===== src/rtl/pc_tx.sv =====
// pc_tx: FIFO-buffered 32-bit word transmitter, bytes [31:24]..[7:0] as 8N1 LSB first.
// Define PC_TX_CHECKSUM_EN to append an XOR checksum byte after each word.
module pc_tx #(
    parameter int CLKS_PER_BIT = 435,
    parameter int FIFO_DEPTH   = 16
) (
    input  logic        i_clock,
    input  logic        i_reset_n,
    input  logic        i_write_word_cmd,
    input  logic [31:0] i_tx_word,
    output logic        o_fifo_is_full_sig,
    output logic        o_fifo_is_empty_sig,
    output logic        o_word_dropped,
    output logic        o_tx_busy,
    output logic        o_word_sent,
    output logic        o_tx_serial
);
    localparam int AW = (FIFO_DEPTH > 1) ? $clog2(FIFO_DEPTH) : 1;
    localparam int NW = AW + 1;
    localparam int CW = (CLKS_PER_BIT > 1) ? $clog2(CLKS_PER_BIT) : 1;
    localparam logic [NW-1:0] DEPTH   = NW'(FIFO_DEPTH);
    localparam logic [CW-1:0] CNT_MAX = CW'(CLKS_PER_BIT - 1);

    typedef enum logic [2:0] {
        S_IDLE,
        S_LOAD,
        S_START,
        S_DATA,
        S_STOP,
`ifdef PC_TX_CHECKSUM_EN
        S_CHK,
`endif
        S_DONE
    } state_t;

    state_t state_q, state_d;

    logic [31:0]   mem_q [FIFO_DEPTH];
    logic [AW-1:0] wr_ptr_q, wr_ptr_d, rd_ptr_q, rd_ptr_d;
    logic [NW-1:0] count_q, count_d;
    logic          full_q, full_d, empty_q, empty_d, drop_q, drop_d;
    logic          push, pop;
    logic [31:0]   head;

    logic [CW-1:0] cnt_q, cnt_d, cnt_nxt;
    logic [2:0]    bit_q, bit_d;
    logic [1:0]    byte_idx_q, byte_idx_d;
    logic [23:0]   word_q, word_d;
    logic [7:0]    shift_q, shift_d;
    logic          tx_q, tx_d, busy_q, busy_d, sent_q, sent_d;
    logic          bit_end, start_bit;
`ifdef PC_TX_CHECKSUM_EN
    logic          chk_q, chk_d;
    logic [7:0]    sum_q, sum_d;
`endif

    // FIFO bookkeeping; a push is refused whenever the start-of-cycle count is full
    always_comb begin
        push     = i_write_word_cmd && !full_q;
        pop      = (state_q == S_LOAD);
        head     = mem_q[rd_ptr_q];
        wr_ptr_d = push ? wr_ptr_q + 1'b1 : wr_ptr_q;
        rd_ptr_d = pop ? rd_ptr_q + 1'b1 : rd_ptr_q;
        count_d  = count_q;
        if (push && !pop) begin
            count_d = count_q + 1'b1;
        end else if (pop && !push) begin
            count_d = count_q - 1'b1;
        end
        full_d  = (count_d == DEPTH);
        empty_d = (count_d == '0);
        drop_d  = i_write_word_cmd && full_q;
    end

    always_ff @(posedge i_clock) begin
        if (push) begin
            mem_q[wr_ptr_q] <= i_tx_word;
        end
    end

    always_ff @(posedge i_clock) begin
        if (!i_reset_n) begin
            wr_ptr_q <= '0;
            rd_ptr_q <= '0;
            count_q  <= '0;
            full_q   <= 1'b0;
            empty_q  <= 1'b1;
            drop_q   <= 1'b0;
        end else begin
            wr_ptr_q <= wr_ptr_d;
            rd_ptr_q <= rd_ptr_d;
            count_q  <= count_d;
            full_q   <= full_d;
            empty_q  <= empty_d;
            drop_q   <= drop_d;
        end
    end

    always_ff @(posedge i_clock) begin
        if (!i_reset_n) begin
            state_q <= S_IDLE;
        end else begin
            state_q <= state_d;
        end
    end

    assign bit_end = (cnt_q == CNT_MAX);
    assign cnt_nxt = bit_end ? '0 : cnt_q + 1'b1;

    always_comb begin
        state_d = state_q;
        unique case (state_q)
            S_IDLE:  if (!empty_q) state_d = S_LOAD;
            S_LOAD:  state_d = S_START;
            S_START: if (bit_end) state_d = S_DATA;
            S_DATA:  if (bit_end && bit_q == 3'd7) state_d = S_STOP;
            S_STOP: begin
                if (bit_end) begin
                    if (byte_idx_q != 2'd3) begin
                        state_d = S_START;
`ifdef PC_TX_CHECKSUM_EN
                    end else if (!chk_q) begin
                        state_d = S_CHK;
`endif
                    end else begin
                        state_d = S_DONE;
                    end
                end
            end
`ifdef PC_TX_CHECKSUM_EN
            S_CHK:   if (bit_end) state_d = S_DATA;
`endif
            S_DONE:  state_d = S_IDLE;
            default: state_d = S_IDLE;
        endcase
    end

    always_comb begin
        cnt_d      = '0;
        bit_d      = bit_q;
        byte_idx_d = byte_idx_q;
        word_d     = word_q;
        shift_d    = shift_q;
`ifdef PC_TX_CHECKSUM_EN
        chk_d      = chk_q;
        sum_d      = sum_q;
`endif
        unique case (state_q)
            S_LOAD: begin
                shift_d    = head[31:24];
                word_d     = head[23:0];
                byte_idx_d = '0;
                bit_d      = '0;
`ifdef PC_TX_CHECKSUM_EN
                chk_d      = 1'b0;
                sum_d      = head[31:24] ^ head[23:16] ^ head[15:8] ^ head[7:0];
`endif
            end
            S_START: cnt_d = cnt_nxt;
            S_DATA: begin
                cnt_d = cnt_nxt;
                if (bit_end) begin
                    bit_d   = bit_q + 1'b1;
                    shift_d = {1'b0, shift_q[7:1]};
                end
            end
            S_STOP: begin
                cnt_d = cnt_nxt;
                if (bit_end && byte_idx_q != 2'd3) begin
                    byte_idx_d = byte_idx_q + 1'b1;
                    shift_d    = word_q[23:16];
                    word_d     = {word_q[15:0], 8'h00};
`ifdef PC_TX_CHECKSUM_EN
                end else if (bit_end && !chk_q) begin
                    chk_d   = 1'b1;
                    shift_d = sum_q;
`endif
                end
            end
`ifdef PC_TX_CHECKSUM_EN
            S_CHK: cnt_d = cnt_nxt;
`endif
            default: ;
        endcase
        start_bit = (state_d == S_START);
`ifdef PC_TX_CHECKSUM_EN
        start_bit = start_bit || (state_d == S_CHK);
`endif
        // line is registered from the next state so it changes with the FSM
        tx_d = 1'b1;
        if (state_d == S_DATA) begin
            tx_d = shift_d[0];
        end else if (start_bit) begin
            tx_d = 1'b0;
        end
        busy_d = (state_d != S_IDLE) && (state_d != S_DONE);
        sent_d = (state_d == S_DONE);
    end

    always_ff @(posedge i_clock) begin
        if (!i_reset_n) begin
            cnt_q      <= '0;
            bit_q      <= '0;
            byte_idx_q <= '0;
            word_q     <= '0;
            shift_q    <= '0;
            tx_q       <= 1'b1;
            busy_q     <= 1'b0;
            sent_q     <= 1'b0;
`ifdef PC_TX_CHECKSUM_EN
            chk_q      <= 1'b0;
            sum_q      <= '0;
`endif
        end else begin
            cnt_q      <= cnt_d;
            bit_q      <= bit_d;
            byte_idx_q <= byte_idx_d;
            word_q     <= word_d;
            shift_q    <= shift_d;
            tx_q       <= tx_d;
            busy_q     <= busy_d;
            sent_q     <= sent_d;
`ifdef PC_TX_CHECKSUM_EN
            chk_q      <= chk_d;
            sum_q      <= sum_d;
`endif
        end
    end

    assign o_fifo_is_full_sig  = full_q;
    assign o_fifo_is_empty_sig = empty_q;
    assign o_word_dropped      = drop_q;
    assign o_tx_busy           = busy_q;
    assign o_word_sent         = sent_q;
    assign o_tx_serial         = tx_q;
endmodule


===== config.mk =====
export PLATFORM = sky130hd
export DESIGN_NAME = pc_tx
export DESIGN_NICKNAME = d
export VERILOG_FILES = /design/src/rtl/pc_tx.sv
export SDC_FILE = /design/constraint.sdc
export NUM_CORES = 1
export LEC_CHECK = 0
export CORE_AREA = 2 2 141 280
export DETAILED_ROUTE_END_ITERATION = 8
export DIE_AREA = 0 0 143 282
export PLACE_DENSITY_LB_ADDON = 0.3
export SLEW_MARGIN = 30
export SYNTH_ARGS = -nofsm -noshare
export SYNTH_HDL_FRONTEND = slang
export SYNTH_SLANG_ARGS = --single-unit

===== constraint.sdc =====
create_clock -name i_clock -period 5.83 [get_ports i_clock]
set_input_delay 1.749 -clock i_clock [delete_from_list [all_inputs] [get_ports i_clock]]
set_output_delay 1.749 -clock i_clock [all_outputs]
set_load 0.02 [all_outputs]

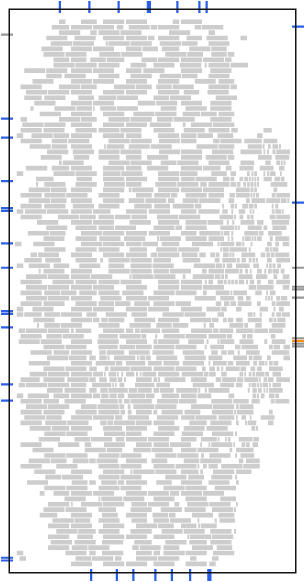
(I/O pins on the die edge)
Pins as bars across the die edge, other pins in grey.
blue -> i_tx_word  # pins 32, direction input, edge 14 left, 8 bottom, 8 top, 2 right
orange -> i_reset_n  # pins 1, direction input, edge right
all pins by edge = 15 left, 10 right, 8 bottom, 8 top
Buffers on Ports: 40
die width: 143 µm
Die Ht: 282 µm

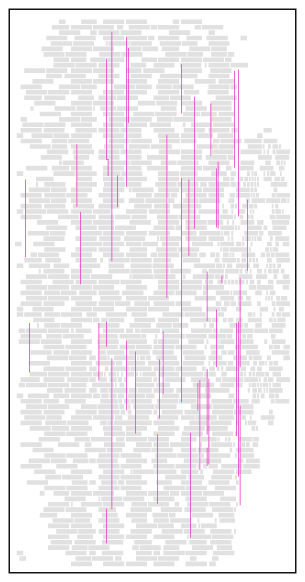
(the metal 4 layer)
Cells faint in the background.
main direction = vertical
nets with wire on the layer = 32
wire length on this layer = 1780 µm
longest straight run = 115 µm
share of all routed wire = 3.6%
Routed WL: 49400 µm
vias: 11200

==> impl_metrics.py <==
# Flow results
metrics = {
    "outcome": {
        "outcome": "finished, final reports clean",
    },
    "logic_synthesis": {
        "most_common_cell": "edfxtp_1",
        "netlist_instances": 1139,
        "yosys_area_um2": 22600,
        "synth.top_cell.area_share": 0.680,
    },
    "clock_network": {
        "post-cts-setup-buffer-count": 0,
        "clkSinkCount": 584,
        "cts-root-buf": "clkbuf_16",
        "cts_hold_buf": 0,
        "cts_made_buffers": 47,
    },
    "worst_setup_path": {
        "r2r_cells": 4,
        "cp-end-kind": "flop",
        "slowest_delay_ps": 540,
        "required_ps": 6080,
    },
    "grt": {
        "overflow": 0,
        "grt_pass1_vias": 11600,
        "use_met1": 0.325,
        "met2_usage": 0.442,
        "busiest_layer": "met2",
    },
    "detailed_routing": {
        "dr.pass1.iters": 5,
        "wl_met3_um": 3620,
        "m1WireLength_um": 17700,
    },
    "timing": {
        "drv_slew": 0,
        "tightest_slew_ps": 885,
        "finalWorstSetupSlack_ps": 2000,
        "rsz0062_at_grt": "no",
    },
    "cells_and_area": {
        "nNetsFinal": 1241,
        "mostFrequentLayoutCell": "edfxtp_1",
    },
    "floorplan": {
        "rows": 101,
    },
    "min_path": {
        "min-delay-path-class": "flop to flop",
    },
}
## worst max-delay path: cells and delay by family
family | cells | cell delay, ps
simple gates | 3 | 1420
buf+inv | 2 | 900
## area by class of cell
| type | count | area [µm²] | area share |
|---|---|---|---|
| multi-input cells | 484 | 5560 | 0.219 |
| well taps | 515 | 644 | 0.0254 |
| inverters | 9 | 33.8 | 0.00133 |
| repair buffers | 68 | 886 | 0.0349 |
| flip-flops and latches | 584 | 16800 | 0.663 |
| clock buffers | 60 | 1240 | 0.0490 |
| clock inverters | 24 | 204 | 0.00803 |
## logic make-up after synthesis
logic type      Yosys count  synth area share
flops                   584             0.744
simple gates            202            0.0459
mux                     168             0.153
compound gates           84            0.0285
buf+inv                  71            0.0154
xor+xnor                 18           0.00697
fa+ha+maj                12           0.00664
## power by group through the flow
| stage | sequential (mW) | clock, mW | combinational, mW |
|---|---|---|---|
| 6_report | 4.81 | 3.05 | 1.16 |
| 5_1_grt | 4.83 | 3.24 | 1.24 |
| 4_1_cts | 4.81 | 3.10 | 1.17 |
| 3_5_place_dp | 4.91 | 0 | 1.16 |
| 3_3_place_gp | 4.90 | 0 | 1.14 |
| 2_1_floorplan | 4.82 | 0 | 0.895 |
## registers in the layout (all words and copies together) (netlist names), named ones only
name	cells
mem_q	512
word_q	24
cnt_q	9
shift_q	8
count_q	5
rd_ptr_q	4
wr_ptr_q	4
bit_q	3
state_q	3
byte_idx_q	2
o_fifo_is_empty_sig	1
o_fifo_is_full_sig	1
o_tx_busy	1
o_tx_serial	1
o_word_dropped	1
o_word_sent	1
## metrics by stage
step,utilization,hold WS (ps)
detailed placement,0.630,461
CTS,0.668,470
floorplan,-,437
global placement,0.620,452
global route,0.668,483
finish,0.668,468
Power and IR drop assume default switching activity.
